$ cat config.mk
export PLATFORM = sky130hd
export DESIGN_NAME = fetch_unit
export DESIGN_NICKNAME = d
export VERILOG_FILES = /design/src/rtl/fetch_unit.sv
export SDC_FILE = /design/constraint.sdc
export NUM_CORES = 1
export LEC_CHECK = 0
export CAP_MARGIN = 0
export CELL_PAD_IN_SITES_DETAIL_PLACEMENT = 0
export CELL_PAD_IN_SITES_GLOBAL_PLACEMENT = 1
export CORE_UTILIZATION = 32
export CTS_CLUSTER_SIZE = 12
export DETAILED_ROUTE_END_ITERATION = 8
export PLACE_DENSITY = 0.8
export SETUP_SLACK_MARGIN = 0.4
export SYNTH_ARGS = -nofsm -noshare
export SYNTH_HDL_FRONTEND = slang
export SYNTH_SLANG_ARGS = --single-unit
$ cat constraint.sdc
create_clock -name clock -period 1.7 [get_ports clock]
set_clock_uncertainty 0.05 [all_clocks]
set_input_delay 0.17 -clock clock [delete_from_list [all_inputs] [get_ports clock]]
set_output_delay 0.17 -clock clock [all_outputs]
set_load 0.01 [all_outputs]
$ cat src/rtl/fetch_unit.sv
// Instruction-fetch stage: owns the PC, drives the synchronous imem, and holds the F/D register.
// Build option FETCH_SKID_EN: a one-entry skid buffer holds the in-flight word during a stall; without it the PC rewinds and replays.
module fetch_unit #(
    parameter int              PC_W     = 12,
    parameter int              INSN_W   = 32,
    parameter logic [PC_W-1:0] RESET_PC = '0
) (
    input  logic              clock,
    input  logic              reset_n,
    output logic [PC_W-1:0]   imem_addr,
    input  logic [INSN_W-1:0] imem_q,
    input  logic              stall,
    input  logic              redirect,
    input  logic [PC_W-1:0]   redirect_pc,
    output logic              fd_valid,
    output logic [INSN_W-1:0] fd_insn,
    output logic [4:0]        fd_opcode,
    output logic [PC_W-1:0]   fd_pc,
    output logic [PC_W-1:0]   fd_pc_plus1
);

    logic [PC_W-1:0]   pc_q, pc_d;
    logic              req_v_q, req_v_d;
    logic [PC_W-1:0]   req_pc_q, req_pc_d;
    logic              fd_valid_q, fd_valid_d;
    logic [INSN_W-1:0] fd_insn_q, fd_insn_d;
    logic [PC_W-1:0]   fd_pc_q, fd_pc_d;

`ifdef FETCH_SKID_EN
    logic              sk_v_q, sk_v_d;
    logic [INSN_W-1:0] sk_insn_q, sk_insn_d;
    logic [PC_W-1:0]   sk_pc_q, sk_pc_d;
`endif

    always_comb begin
        pc_d       = pc_q;
        req_v_d    = 1'b0;
        req_pc_d   = req_pc_q;
        fd_valid_d = fd_valid_q;
        fd_insn_d  = fd_insn_q;
        fd_pc_d    = fd_pc_q;
`ifdef FETCH_SKID_EN
        sk_v_d     = sk_v_q;
        sk_insn_d  = sk_insn_q;
        sk_pc_d    = sk_pc_q;
`endif

        if (redirect) begin
            // Redirect wins over stall: whatever sits in F/D or in flight is wrong-path.
            pc_d       = redirect_pc;
            fd_valid_d = 1'b0;
`ifdef FETCH_SKID_EN
            sk_v_d     = 1'b0;
`endif
        end else if (!stall) begin
            pc_d     = pc_q + PC_W'(1);
            req_v_d  = 1'b1;
            req_pc_d = pc_q;
`ifdef FETCH_SKID_EN
            if (sk_v_q) begin
                fd_valid_d = 1'b1;
                fd_insn_d  = sk_insn_q;
                fd_pc_d    = sk_pc_q;
                sk_v_d     = 1'b0;
            end else begin
                fd_valid_d = req_v_q;
                fd_insn_d  = imem_q;
                fd_pc_d    = req_pc_q;
            end
`else
            fd_valid_d = req_v_q;
            fd_insn_d  = imem_q;
            fd_pc_d    = req_pc_q;
`endif
        end else if (req_v_q) begin
`ifdef FETCH_SKID_EN
            sk_v_d    = 1'b1;
            sk_insn_d = imem_q;
            sk_pc_d   = req_pc_q;
`else
            // Drop the returning word and reissue its address once the stall clears.
            pc_d = req_pc_q;
`endif
        end
    end

    always_ff @(posedge clock or negedge reset_n) begin
        if (!reset_n) begin
            pc_q       <= RESET_PC;
            req_v_q    <= 1'b0;
            req_pc_q   <= '0;
            fd_valid_q <= 1'b0;
            fd_insn_q  <= '0;
            fd_pc_q    <= '0;
        end else begin
            pc_q       <= pc_d;
            req_v_q    <= req_v_d;
            req_pc_q   <= req_pc_d;
            fd_valid_q <= fd_valid_d;
            fd_insn_q  <= fd_insn_d;
            fd_pc_q    <= fd_pc_d;
        end
    end

`ifdef FETCH_SKID_EN
    always_ff @(posedge clock or negedge reset_n) begin
        if (!reset_n) begin
            sk_v_q    <= 1'b0;
            sk_insn_q <= '0;
            sk_pc_q   <= '0;
        end else begin
            sk_v_q    <= sk_v_d;
            sk_insn_q <= sk_insn_d;
            sk_pc_q   <= sk_pc_d;
        end
    end

    // The skid only fills during a stall, which suppresses the next request.
    a_req_skid_exclusive: assert property (@(posedge clock) disable iff (!reset_n)
        !(req_v_q && sk_v_q));
`endif

    assign imem_addr   = pc_q;
    assign fd_valid    = fd_valid_q;
    assign fd_insn     = fd_insn_q;
    assign fd_opcode   = fd_insn_q[31:27];
    assign fd_pc       = fd_pc_q;
    assign fd_pc_plus1 = fd_pc_q + PC_W'(1);

endmodule

Placed standard cells:
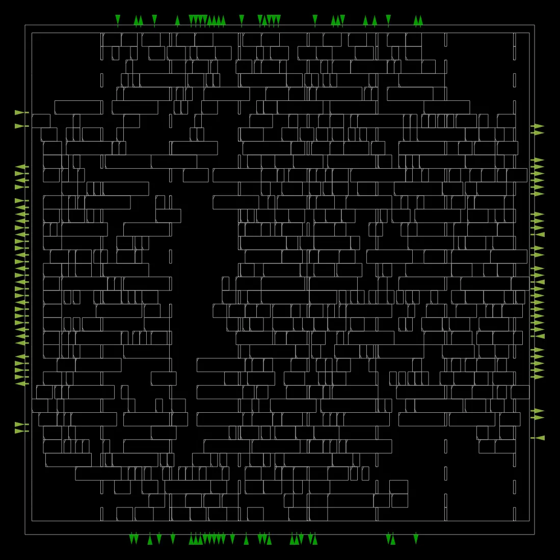
core box area: 9774 um2
fillers: 906
Tapcell Cnt: 133
Seq area share: 32.16%

Ports around the boundary:
Drawn at 4 px/um. Pins as bars across the die edge, other pins in grey.
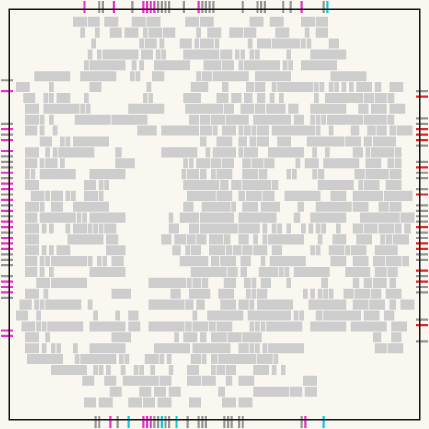
- fd_pc_plus1: red (pins 12; direction output; edge right)
- fd_opcode: cyan (pins 5; direction output; edge 4 bottom, 1 top)
- imem_q: magenta (pins 32; direction input; edge 19 left, 8 top, 5 bottom)
I/O Buffers: 121
Die Wd: 102.2 um
die height: 102.2 um

I/O nets highlighted:
Drawn at 3 px/um.
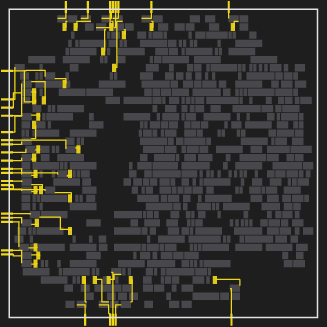
- imem_q: yellow (bits 32; direction input; edge 19 left, 8 top, 5 bottom; end cells 32; buffers 32; wire 437 um)
I/O pins: 122

==> layout make-up <==
type	instances	area, um2
Sequential cell	70	1767
Multi-Input combinational cell	273	1588
Inverter	5	21.27
Clock inverter	5	82.58
Timing Repair Buffer	188	1728
Tap cell	133	166.4
Fill cell	906	4280
Clock buffer	11	141.4
==> routing by layer <==
metal	wire length (um)	vias up	track usage, %
met5	0	-	0
met4	153	0	7.692
met3	635	13	4.378
met2	4520	103	30.92
met1	3926	1489	22.96
li1	-	1554	-
==> sequential cells by signal (all words and copies together) (netlist names) <==
register,cells
imem_addr,12
req_pc_q,12
fd_insn,32
req_v_q,1
fd_pc,12
fd_valid,1
==> per-stage QoR <==
step	cells	setup slack, ns	hold WS (ns)	utilization, %	power [W]
finish	685	-0.1187	0.2604	56.21	0.005154
global route	685	-0.2132	0.2848	56.21	0.005468
CTS	679	-0.1683	0.2503	54.63	0.005120
detailed placement	641	-0.1891	0.08376	50.05	0.003591
global placement	641	-0.1639	0.07844	50.05	0.003563
floorplan	372	0.1262	-0.1756	-	0.002679
==> Yosys cell counts <==
master	n	area share, %
and3_1	5	0.97
o21ai_0	15	2.3
inv_2	1	0.12
nand4_1	4	0.78
a211oi_1	1	0.23
inv_1	4	0.47
nand2b_1	4	0.78
a2bb2oi_1	2	0.55
nor2b_1	1	0.19
nor4_1	1	0.19
a21o_1	1	0.23
a21oi_1	4	0.62
and2_1	1	0.19
or2_1	1	0.19
nand3b_1	1	0.23
nor4b_1	1	0.27
mux2i_1	2	0.62
nand3_1	6	0.93
a22oi_1	4	0.93
buf_4	6	1.4
xnor2_1	7	1.9
o22ai_1	1	0.19
o2bb2ai_1	3	0.82
clkbuf_1	3	0.35
buf_6	2	0.70
a221oi_1	1	0.27
mux2_2	1	0.35
o21a_1	1	0.23
dfrtp_1	70	54
buf_2	13	2.0
nor2_1	14	1.6
ha_1	2	0.78
xor2_1	4	1.1
a222oi_1	4	1.2
nand2_1	175	20
or2_2	1	0.19
nor3_1	2	0.31
nor3b_1	1	0.23
a31oi_1	1	0.19
o221ai_1	1	0.27
==> cells by family (layout without fill, tap and decap cells) <==
group	after synthesis	in the layout	synth area share, %
simple gates	218	218	27.56
flops	70	70	54.50
compound gates	39	39	8.136
buf+inv	29	209	5.060
xor+xnor	11	11	2.997
mux	3	3	0.9731
fa+ha+maj	2	2	0.7784
==> final timing paths <==
check                      cells past startpoint        endpoint  slack (ns)
max                                            6  fd_pc_plus1[6]       -0.12
min                                            2     fd_insn[30]        0.26
max reg2reg                                    5    imem_addr[6]        0.23
min reg2reg                                    2     fd_insn[22]        0.42
max in group asynchronous                      3         req_v_q        0.78
min in group clock                             3      fd_insn[0]        0.30
==> worst max-delay path, stage by stage, from the launching register on <==
cell,delay [ns]
dfrtp_1,0.41
ha_4,0.16
nand2_2,0.05
or2_4,0.27
buf_12,0.14
xnor2_4,0.12
buf_6,0.12
==> what timing repair did <==
item,4_1_cts,5_1_grt
gates resized,213,39
cloned,0,0
buffers inserted,21,6
endpoints found under the setup margin,128,39
pin swaps,24,19
hold buffers,1,0
endpoints found under the hold margin,26,0
==> results.txt <==
impl run done, here's what came out: outcome=finished with violations, failing checks=setup timing, CP Max Fanout=3, DRC errors left=0, dominant logic cell type in the layout=nand2_1, Comb pwr share=30.3%, DRT iter0 DRCs=139, unrepaired setup endpoints after global routing=true, Floorplan Utilization=between 30% and 40%, Slew HR=between 70% and 80%, FF+latch count, synth=70, fraction of layout cells with a size suffix above 1=30.43%, number of global-route vias before repair=3077, H-tree levels=3, TritonRoute pass-1 iters=5, worst-margin pin slew=0.4032 ns, Pwr Density=938.2 nW/um2, peak supply drop=0.0003668 V, Worst Hold Class=input pin to asynchronous set/reset pin, RR Startpoint=imem_addr[1], Sw Share=29.70%, Clock Path Buffers=2, Critical Path Source=fd_pc[1], final wirelength=between 9 and 10 mm, CP Launch Type=register, Vias=about 3200, overflow left after global routing=0, yosys cell count=372, YS chip area=3214 um2, initial antenna violation count=0, Final Max Tran Viols=0, fin crit period=approximately 1.8 ns, CP Class=register to primary output, Seq share, synth=54.50%, Max power group=sequential cells, most common logic cells in the final layout=nand2_1, dfrtp_1, clkdlybuf4s50_1, dlygate4sd2_1, buf_4, Site Rows=36, # setup viols final=8, HPWL after DPL=between 6 and 7 mm, Total GRT Usage=18.49%, Area growth, synth to finish=70.92%, Yosys cell types=40, Detail Route Antenna Nets=0, Final nets=597, gpl congestion=0.8005, DP Area=4892 um2, Final Cell Area=5494 um2, CTS clock-pin slew for the worst setup and hold paths=0.07 ns, Floorplan Nets=around 420, final hold violations=0, Max-Cap Viols=0, first-pass GRT wire length=14.73 mm, P_int=0.003623 W, Worst setup EP type=primary output, TritonCTS clock tree=built, clk_lat worst skew=0.34 ns, CP required=roughly 1.5 ns, number of CTS-inserted buffers=9, Syn Area/Cell=just under 9 um2, Clk pwr share=29.1%, Post-Synthesis Cells=372, NetSw=~0.0015 W, Post-Syn Area=between 3000 and 4000 um2, fmax=around 550 MHz, CP arrival=1.60 ns, largest net degree at the start of global routing=30, Final period util=107.0%, worst setup margin=-0.1187 ns, drt wl/cell=between 10 and 15 um, Logic power comb=0.00156 W, Synth warnings=0, Antenna diodes=0, leakage power=~2.8 nW
Power is estimated from default activity; no workload was simulated.
